### config.mk
export PLATFORM = sky130hd
export DESIGN_NAME = line_render_scheduler
export DESIGN_NICKNAME = d
export VERILOG_FILES = /design/src/rtl/line_render_scheduler.sv
export SDC_FILE = /design/constraint.sdc
export NUM_CORES = 1
export LEC_CHECK = 0
export ABC_AREA = 1
export CORE_AREA = 2 2 78 80
export DETAILED_ROUTE_END_ITERATION = 6
export DIE_AREA = 0 0 80 82
export PLACE_DENSITY_LB_ADDON = 0.2
export SYNTH_ARGS = -nofsm -noshare
export SYNTH_HDL_FRONTEND = slang
export SYNTH_SLANG_ARGS = --single-unit
### constraint.sdc
create_clock -name clk -period 3.3 [get_ports clk]
set_input_delay 0.66 -clock clk [delete_from_list [all_inputs] [get_ports clk]]
set_output_delay 0.66 -clock clk [all_outputs]
set_load 0.005 [all_outputs]
### src/rtl/line_render_scheduler.sv
// Per-line render sequencer: latches the next line index, flips the line-buffer bank and
// issues layer1/layer2/sprite start pulses in parallel or one at a time, tracking overruns.
module line_render_scheduler #(
  parameter logic [8:0] LAST_LINE = 9'd479
) (
  input  logic       clk,
  input  logic       rst,
  input  logic [8:0] display_line_idx,
  input  logic       display_start_of_line,
  input  logic       display_start_of_screen,
  input  logic [2:0] unit_en,
  input  logic       serial_mode,
  input  logic [2:0] unit_done,
  input  logic       status_clear,
  output logic [8:0] unit_line_idx,
  output logic [2:0] unit_start,
  output logic       render_bank,
  output logic       busy,
  output logic       overrun_sticky,
  output logic [7:0] overrun_count
);

  typedef enum logic [2:0] {StIdle, StRun, StL1, StL2, StSpr} state_e;

  state_e     state_q, state_d;
  logic [2:0] pending_q, pending_d;
  logic [2:0] start_q, start_d;
  logic [8:0] line_q, line_d;
  logic       bank_q, bank_d;
  logic       sticky_q, sticky_d;
  logic [7:0] count_q, count_d;
  logic       overrun;
  logic [2:0] cur_unit;

  function automatic logic [2:0] lowest_set(input logic [2:0] m);
    return m & (~m + 3'd1);
  endfunction

  function automatic state_e serial_state(input logic [2:0] onehot);
    case (onehot)
      3'b001:  return StL1;
      3'b010:  return StL2;
      3'b100:  return StSpr;
      default: return StIdle;
    endcase
  endfunction

  always_comb begin
    cur_unit = 3'b000;
    unique case (state_q)
      StL1:    cur_unit = 3'b001;
      StL2:    cur_unit = 3'b010;
      StSpr:   cur_unit = 3'b100;
      default: cur_unit = 3'b000;
    endcase
  end

  // A done landing in the SOL cycle retires its unit before the overrun test.
  assign overrun = display_start_of_line & (|(pending_q & ~unit_done));

  always_comb begin
    state_d   = state_q;
    pending_d = pending_q & ~unit_done;
    start_d   = 3'b000;
    line_d    = line_q;
    bank_d    = bank_q;
    sticky_d  = sticky_q;
    count_d   = count_q;

    if (display_start_of_line) begin
      line_d    = (display_line_idx == LAST_LINE) ? 9'd0 : display_line_idx + 9'd1;
      bank_d    = display_start_of_screen ? 1'b0 : ~bank_q;
      pending_d = unit_en;
      if (serial_mode) begin
        start_d = lowest_set(unit_en);
        state_d = serial_state(start_d);
      end else begin
        start_d = unit_en;
        state_d = (unit_en != 3'b000) ? StRun : StIdle;
      end
    end else begin
      unique case (state_q)
        StRun: begin
          if (pending_d == 3'b000) state_d = StIdle;
        end
        StL1, StL2, StSpr: begin
          // Hand VRAM to the next still-pending unit once the current one finishes.
          if (|(unit_done & cur_unit & pending_q)) begin
            start_d = lowest_set(pending_d);
            state_d = serial_state(start_d);
          end
        end
        default: ;
      endcase
    end

    if (overrun) begin
      sticky_d = 1'b1;
      if (status_clear)          count_d = 8'd1;
      else if (count_q != 8'hff) count_d = count_q + 8'd1;
    end else if (status_clear) begin
      sticky_d = 1'b0;
      count_d  = 8'd0;
    end
  end

  always_ff @(posedge clk or posedge rst) begin
    if (rst) begin
      state_q   <= StIdle;
      pending_q <= 3'b000;
      start_q   <= 3'b000;
      line_q    <= 9'd0;
      bank_q    <= 1'b0;
      sticky_q  <= 1'b0;
      count_q   <= 8'd0;
    end else begin
      state_q   <= state_d;
      pending_q <= pending_d;
      start_q   <= start_d;
      line_q    <= line_d;
      bank_q    <= bank_d;
      sticky_q  <= sticky_d;
      count_q   <= count_d;
    end
  end

  assign unit_line_idx  = line_q;
  assign unit_start     = start_q;
  assign render_bank    = bank_q;
  assign busy           = |pending_q;
  assign overrun_sticky = sticky_q;
  assign overrun_count  = count_q;

endmodule
The clock network:
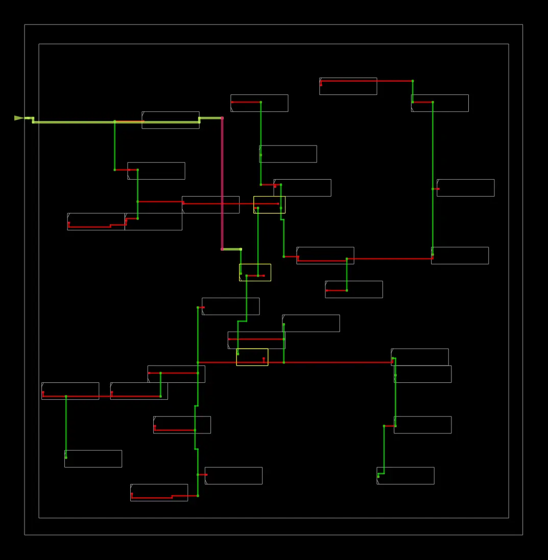
Clock Sinks: 28
clk_skew: 0.00143 ns
power in the clock group: 192 uW
Late-Pin Clk Latency: 0.27 ns

Cells by drive strength:
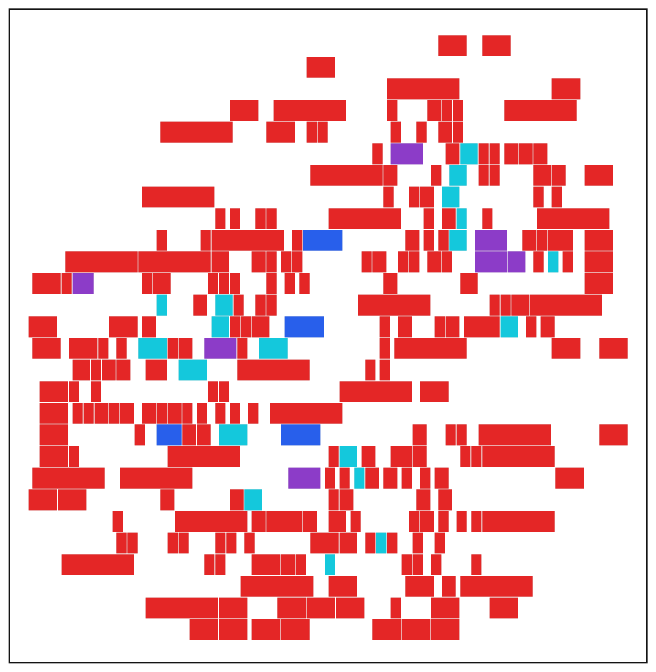
| colour | size | cells | share |
|---|---|---|---|
| purple | x3 and x4 | 7 | 2.5% |
| blue | x6 and larger | 4 | 1.4% |
| red | x1 and smaller | 246 | 89% |
| cyan | x2 | 19 | 6.9% |
synthesis-to-finish area growth: 32.5%
Non-clock buffers: 44
post-route design area: 0.00223 mm2

==> flow_summary.ini <==
; flow metrics
[drt]
top_layer = met4
vias_per_cell = 4.52
drtPass1Iterations = 4
num_vias = 1586
wl_per_cell_um = 11.4

[die]
fp.dieW_um = 80
num_rows = 28

[synth]
synth_top_cell_by_count = nand2_1
seq_area_frac_synth_pct = 41.6
fp_nets = 255

[worst_setup_path]
startpoint_type = flop
r2r-end = overrun_count[5]$_DFFE_PP0P_

[global_route]
grt_first_pass_wirelength_um = 6740
overflow = 0
grtUsageMet2_pct = 20.8
antenna_found_initial = 0

[pwr]
intPower_uw = 542
p_sw_share_pct = 29.4
comb_power_share_pct = 24.0
p_leak_nw = 1.06

[final_layout]
nNonClkInverters = 27
comb_area_um2 = 848
largest_cell_class = combinational gates
fin_util_pct = 38.8
fill_cells = 621

[timing]
timing.setup.tns_ns = 0
rsz0062_at_grt = false

[clock_tree]
cts-resized-gates = 0
cts_setup_buffers = 0
hold_buffers = 0

[placed_design]
gp_congestion = 0.792

[outcome]
status = complete, no violations
Power and IR drop assume default switching activity.
